### Congestion heat map

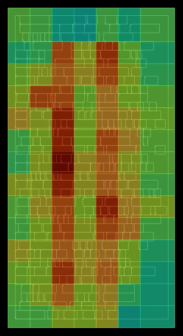
### Signal metal coverage by tile

The die is cut into 10 by 20 equal tiles; white is low, dark blue is high, scaled to the fullest tile. Values are wire area over tile area, all layers added.
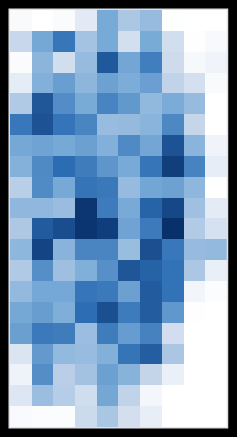
### The metal 1 layer

Bar = 20 um.
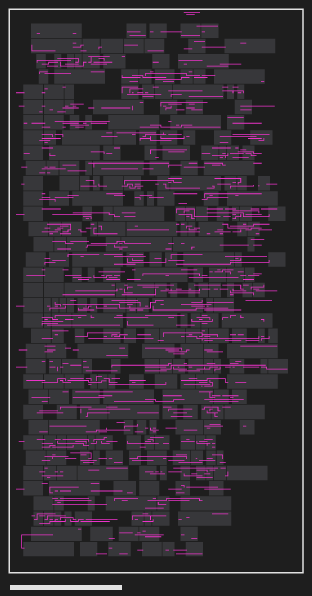
### Layout detail

Bar = 5 um. Region (29, 65) to (49, 85) um. Cells in grey, sequential cells in the stronger grey; small squares are vias.
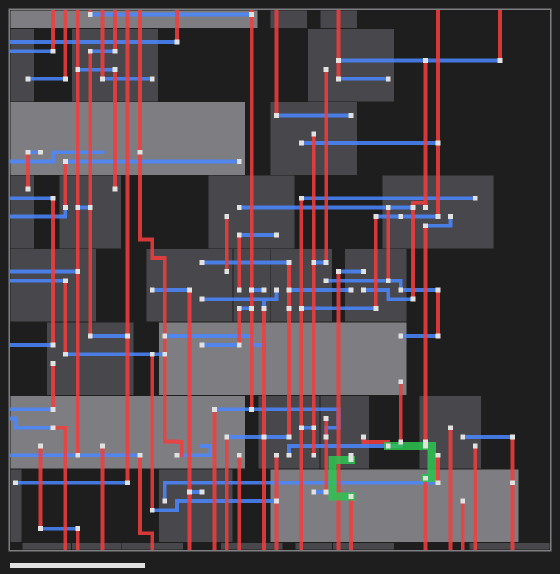
`src/rtl/gcd_pkg.sv`:
```
// gcd_pkg: shared definitions for the GCD job arbiter.
//   - GCD_WIDTH  : default operand/result width
//   - state_e    : one-hot arbiter states (same style as the core controller)
//   - sel_onehot : turns a 1-bit requester index into its 2-bit one-hot mask
package gcd_pkg;

  localparam int GCD_WIDTH = 8;

  typedef enum logic [5:0] {
    ST_IDLE   = 6'b000001,
    ST_LOAD_A = 6'b000010,
    ST_LOAD_B = 6'b000100,
    ST_RUN    = 6'b001000,
    ST_RESP   = 6'b010000,
    ST_CLEAR  = 6'b100000
  } state_e;

  function automatic logic [1:0] sel_onehot(input logic idx);
    return idx ? 2'b10 : 2'b01;
  endfunction

endpackage

```
`src/rtl/gcd_rr_pick.sv`:
```
// gcd_rr_pick: combinational 2-way round-robin picker.
//   req : per-requester request bits
//   ptr : requester that wins when both request
//   gnt : one-hot grant (all zero when nobody requests)
module gcd_rr_pick (
  input  logic [1:0] req,
  input  logic       ptr,
  output logic [1:0] gnt
);

  // Single requester wins outright; a tie goes to the pointer.
  always_comb begin
    gnt = 2'b00;
    case (req)
      2'b01:   gnt = 2'b01;
      2'b10:   gnt = 2'b10;
      2'b11:   gnt = ptr ? 2'b10 : 2'b01;
      default: gnt = 2'b00;
    endcase
  end

endmodule

```
`src/rtl/gcd_arbiter.sv`:
```
// gcd_arbiter: shares one serial-load GCD core between two requesters.
//   clk, rst              : clock, async active-high reset
//   req_valid/req_a/req_b : per-requester job request (held until req_ack)
//   req_ack               : one-cycle pulse when a job is captured
//   rsp_valid/rsp_data/rsp_err/rsp_ready : result handshake to the owner
//   gcd_start/gcd_data    : core start strobe and serial operand bus (A then B)
//   gcd_done/gcd_result   : core completion and result
//   gcd_clear             : one-cycle core reset pulse ending every job
module gcd_arbiter
  import gcd_pkg::*;
#(
  parameter int WIDTH   = GCD_WIDTH,
  parameter int TIMEOUT = 300
) (
  input  logic               clk,
  input  logic               rst,
  input  logic [1:0]         req_valid,
  input  logic [2*WIDTH-1:0] req_a,
  input  logic [2*WIDTH-1:0] req_b,
  output logic [1:0]         req_ack,
  output logic [1:0]         rsp_valid,
  output logic [WIDTH-1:0]   rsp_data,
  output logic               rsp_err,
  input  logic [1:0]         rsp_ready,
  output logic               gcd_start,
  output logic [WIDTH-1:0]   gcd_data,
  input  logic               gcd_done,
  input  logic [WIDTH-1:0]   gcd_result,
  output logic               gcd_clear
);

  localparam int CW = $clog2(TIMEOUT);

  state_e           state_q, state_d;
  logic             ptr_q, ptr_d;
  logic             owner_q, owner_d;
  logic [WIDTH-1:0] a_q, a_d;
  logic [WIDTH-1:0] b_q, b_d;
  logic [WIDTH-1:0] result_q, result_d;
  logic             err_q, err_d;
  logic [CW-1:0]    cnt_q, cnt_d;

  logic [1:0]       gnt;
  logic [WIDTH-1:0] sel_a, sel_b;
  logic             owner_ready;

  gcd_rr_pick u_pick (
    .req (req_valid),
    .ptr (ptr_q),
    .gnt (gnt)
  );

  assign sel_a       = gnt[1] ? req_a[2*WIDTH-1:WIDTH] : req_a[WIDTH-1:0];
  assign sel_b       = gnt[1] ? req_b[2*WIDTH-1:WIDTH] : req_b[WIDTH-1:0];
  assign owner_ready = owner_q ? rsp_ready[1] : rsp_ready[0];

  // Next-state and datapath-latch decode for the job sequencer.
  always_comb begin
    state_d  = state_q;
    ptr_d    = ptr_q;
    owner_d  = owner_q;
    a_d      = a_q;
    b_d      = b_q;
    result_d = result_q;
    err_d    = err_q;
    cnt_d    = cnt_q;
    case (state_q)
      ST_IDLE: begin
        if (gnt != 2'b00) begin
          owner_d = gnt[1];
          ptr_d   = ~gnt[1];
          a_d     = sel_a;
          b_d     = sel_b;
          // A zero operand would make the subtract loop spin forever.
          if ((sel_a == {WIDTH{1'b0}}) || (sel_b == {WIDTH{1'b0}})) begin
            result_d = {WIDTH{1'b0}};
            err_d    = 1'b1;
            state_d  = ST_RESP;
          end else begin
            state_d  = ST_LOAD_A;
          end
        end else begin
          state_d = ST_IDLE;
        end
      end
      ST_LOAD_A: state_d = ST_LOAD_B;
      ST_LOAD_B: begin
        cnt_d   = {CW{1'b0}};
        state_d = ST_RUN;
      end
      ST_RUN: begin
        if (gcd_done) begin
          result_d = gcd_result;
          err_d    = 1'b0;
          state_d  = ST_RESP;
        end else if (cnt_q == CW'(TIMEOUT - 1)) begin
          result_d = {WIDTH{1'b0}};
          err_d    = 1'b1;
          state_d  = ST_RESP;
        end else begin
          cnt_d = cnt_q + CW'(1);
        end
      end
      ST_RESP: begin
        if (owner_ready) begin
          state_d = ST_CLEAR;
        end else begin
          state_d = ST_RESP;
        end
      end
      ST_CLEAR: state_d = ST_IDLE;
      default:  state_d = ST_IDLE;
    endcase
  end

  // State and latch registers; reset aborts any job and re-homes the pointer.
  always_ff @(posedge clk or posedge rst) begin
    if (rst) begin
      state_q  <= ST_IDLE;
      ptr_q    <= 1'b0;
      owner_q  <= 1'b0;
      a_q      <= {WIDTH{1'b0}};
      b_q      <= {WIDTH{1'b0}};
      result_q <= {WIDTH{1'b0}};
      err_q    <= 1'b0;
      cnt_q    <= {CW{1'b0}};
    end else begin
      state_q  <= state_d;
      ptr_q    <= ptr_d;
      owner_q  <= owner_d;
      a_q      <= a_d;
      b_q      <= b_d;
      result_q <= result_d;
      err_q    <= err_d;
      cnt_q    <= cnt_d;
    end
  end

  // req_ack is the only input-dependent output; masked during reset so
  // a held request is not acknowledged while the block is being cleared.
  assign req_ack   = ((state_q == ST_IDLE) && !rst) ? gnt : 2'b00;

  assign rsp_valid = (state_q == ST_RESP) ? sel_onehot(owner_q) : 2'b00;
  assign rsp_data  = (state_q == ST_RESP) ? result_q : {WIDTH{1'b0}};
  assign rsp_err   = (state_q == ST_RESP) ? err_q : 1'b0;
  assign gcd_start = (state_q == ST_LOAD_A);
  assign gcd_data  = (state_q == ST_LOAD_A) ? a_q :
                     (state_q == ST_LOAD_B) ? b_q : {WIDTH{1'b0}};
  assign gcd_clear = (state_q == ST_CLEAR);

endmodule
```
`config.mk`:
```
export PLATFORM = sky130hd
export DESIGN_NAME = gcd_arbiter
export DESIGN_NICKNAME = d
export VERILOG_FILES = /design/src/rtl/gcd_pkg.sv /design/src/rtl/gcd_rr_pick.sv /design/src/rtl/gcd_arbiter.sv
export SDC_FILE = /design/constraint.sdc
export NUM_CORES = 1
export LEC_CHECK = 0
export CORE_ASPECT_RATIO = 2
export CORE_MARGIN = 2
export CORE_UTILIZATION = 48
export CTS_BUF_LIST = sky130_fd_sc_hd__clkbuf_8
export DETAILED_ROUTE_END_ITERATION = 6
export PLACE_DENSITY = 0.81
export SYNTH_ARGS = -nofsm -noshare
export SYNTH_HDL_FRONTEND = slang
export SYNTH_SLANG_ARGS = --single-unit
```
`constraint.sdc`:
```
create_clock -name clk -period 2.55 [get_ports clk]
set_input_delay 0.51 -clock clk [delete_from_list [all_inputs] [get_ports clk]]
set_output_delay 0.51 -clock clk [all_outputs]
set_load 0.02 [all_outputs]
```
==> results_slide.txt <==
Physical Implementation Snapshot

Yosys
  – Count leader, synth: dfrtp_1
  – Mapped Area: 0.00222 mm2
  – Mapped Nets: 277
  – Synthesis area per yosys: 0.00222 mm2
  – Flip-flops with a built-in enable: 0
  – Cell taking the most area after synthesis: dfrtp_1
  – Warnings from Yosys: 0
  – Post-Synthesis Cells: 229
  – Top post-synthesis cells by count: 41 x dfrtp_1, 27 x nor2_1, 22 x a21oi_1
  – Yosys cell count: 229
  – Largest cells by area after synthesis: dfrtp_1 46%, mux2i_1 7.6%, a22o_1 6.3%
  – Synth flops: 42
  – Sequential-to-total area share from yosys stat: 47.3%
  – Syn Area/Cell: 9.71 um2
  – Max-area cell share: 46.1%
  – Fraction of registers with async set/reset: 100%
  – Ys flop type: dfrtp_1
  – Synth cell types: 38

Final timing
  – Tightest Pin Transition: 0.593 ns
  – Minimum clock period after layout: 2.51 ns
  – Fmax: 0.398 GHz
  – Max Transition Viols Final: 0
  – Unrepaired setup endpoints after global routing: true
  – Final hold vios: 0
  – Skew final: 0.00736 ns
  – Slew headroom: 60.3%
  – Final period utilization: 98.5%
  – Setup violations, final: 0

Final layout
  – Final #Nets: 361
  – Area growth from synthesis to layout: 43.6%
  – Max reg flops: 9
  – Reg with most FFs: cnt_q
  – Share of layout cells above drive strength 1: 14.0%
  – Antenna diode count: 0

Setup path
  – WP buf/inv: 2
  – Critical Path Start Type: flip-flop
  – CP Depth: 5
  – Peak fanout along the critical path: 9
  – Reg2Reg Depth: 7
  – Crit path capture: gcd_data[0]
  – Crit path DAT: 2.00 ns
  – Launching point of the worst reg2reg path: state_q[3]
  – CP max stage cell: or4_4
  – Worst path top cell family by delay: simple AND/OR/NAND/NOR gates
  – Crit path from: state_q[3]
  – Reg2reg end: result_q[7]
  – Reg2reg setup slack: 0.24 ns
  – Crit. End Element: output pin
  – Critical path class: flip-flop to output pin
  – Worst-path cell chain: or4_4, nor3b_2, buf_6, a22o_1, clkdlybuf4s15_2
  – CP peak stage delay: 0.54 ns
  – Crit path required time: 2.04 ns

Detailed routing
  – Highest routed layer: met4
  – Drt drc: 0
  – Vias per cell: 5.75
  – Routed Antenna Nets: 0
  – First drt pass iteration count: 4
  – Met3 WL post-DR: 273 um
  – Routed met2 length: 3400 um
  – M1 wire length: 1790 um
  – Drt first-iter violations: 43

Clocking
  – Clk root buf: clkbuf_8
  – Clock Tree Buf Depth: 2
  – Clock Pin Slew Worst Setup and Hold Paths: 0.08 ns
  – TritonCTS clock tree: done
  – Post-CTS setup buffer count: 0
  – Clock latency on the worst-skew pair: 0.29 ns
  – Hold-fix buffers, CTS: 0
  – Post-CTS Resized: 46
  – Clock sinks: 42
  – Max H-tree Level: 2
  – Cts bufs inserted: 5

Global routing
  – First-pass GRT wire length: 9600 um
  – Vias in the first global route: 2,198
  – Antenna violations before repair: 0
  – GRT met2 Usage: 47.2%
  – Tot GR Track Use: 24.4%
  – Pin count of the biggest net entering global routing: 43
  – Grt ovf: 0

Pwr
  – Logic pwr share: 44.8%
  – Sw power: 0.00100 W
  – Clock power share: 16.7%
  – Seq. pwr: 0.00102 W
  – Pwr Total: 0.00266 W
  – Lkg Pwr: 1.49 nW
  – Pwr top: combinational cells
  – Clk pwr: 0.000444 W
  – Sequential share of power: 38.5%
  – P per Cell Area: 832 mW/mm2
  – Comb pwr: 0.00119 W
  – Switch share: 37.7%
  – Peak VDD IR: 0.633 mV
  – Int Power: 0.00166 W

Min path
  – Hold Path End: result_q[2]
  – HP Start: result_q[2]
  – Hold WC Path Type: flip-flop to flip-flop
  – WHS Path Cells: 1

Run
  – Max-cap viol count: 0
  – OpenROAD warning count: 27

Floorplan
  – Row cnt: 35
  – Die Ht: 100 um
  – Core Footprint: 0.00455 mm2
  – DIE AREA: 0.00523 mm2
  – Ports: 70
  – FP Util: 48.8%
  – Die X: 52.1 um

Placed design
  – Post-DP HPWL: 4520 um
  – RePlAce Congestion: 0.772
  – # port buffers: 69

Status
  – Status: finished, final reports clean
-- 'Congestion heat map' (at the start) --
met3 track demand over resource: 4.91%
met1 Use GR: 23.8%
WL/cell: 15.2 um
final core occ: 70.1%
Most Crowded Layer GR: met2

-- 'Signal metal coverage by tile' (at the start) --
nearly empty tiles: 12%
densest ninth of the die: centre
emptiest ninth of the die: south-east

-- 'The metal 1 layer' (at the start) --
main direction: horizontal
share of all routed wire: 32%
drt total wl: 5620 um
via count: 2,120

-- 'Layout detail' (at the start) --
legend:
  metal 1:
    colour: blue
  metal 3:
    colour: green
  metal 2:
    colour: red
most frequent: dfrtp_1 (4), nand4_1 (3)
sequential cells in the window: 4
cells with their middle in the window: 20
netlist names of flops here include: cnt_q (3), result_q (1)

==> worst register-to-register path: cells and delay by family, from the launching register on <==
family                 cells  cell delay, ns
DFF                        1            0.40
AOI/OAI and AO/OA          2            0.44
and+or+nand+nor            3            0.85
buffers and inverters      2            0.50
==> cell families after synthesis <==
logic type	Yosys count	synth area share, %
AOI/OAI and AO/OA	54	16.4
xor gates and xnor gates	5	1.97
adders and majority gates	1	0.562
buffers and inverters	14	2.42
DFF	42	47.3
muxes	17	7.65
and+or+nand+nor	96	23.7
==> metrics by stage <==
| step | hold WS, ns | cell area, um2 | worst slack, ns | TNS [ns] | cells |
|---|---|---|---|---|---|
| detailed placement | 0.475 | 3110 | -0.120 | -0.468 | 361 |
| global placement | 0.474 | 3110 | -0.101 | -0.243 | 361 |
| floorplan | 0.458 | 2220 | 0.0636 | 0 | 229 |
| CTS | 0.500 | 3210 | 0.0149 | 0 | 369 |
| global route | 0.517 | 3190 | -0.0427 | -0.225 | 369 |
| finish | 0.498 | 3190 | 0.0391 | 0 | 369 |
==> cells in the final DEF (no fill, tap or decap), types with 3 or more instances in the layout <==
master	count
o21ai_0	8
and2_1	11
nor2_1	27
nor4_1	9
mux2i_1	17
nor3_1	3
nand4_1	5
nand3_1	5
a21oi_1	22
clkbuf_8	6
nand2b_1	4
xor2_1	3
clkdlybuf4s15_2	7
nand2_1	13
buf_2	3
clkdlybuf4s50_1	46
buf_4	15
dfrtp_1	41
a22o_1	16
and3_1	4
dlygate4sd2_1	13
inv_1	4
==> cell type report <==
type / instances / area, um2
Sequential cell: 42 / 1050
Timing Repair Buffer: 87 / 832
Tap cell: 55 / 68.8
Clock inverter: 2 / 12.5
Fill cell: 383 / 1360
Inverter: 4 / 15.0
Multi-Input combinational cell: 173 / 1130
Clock buffer: 6 / 82.6
Power is estimated from default activity; no workload was simulated.
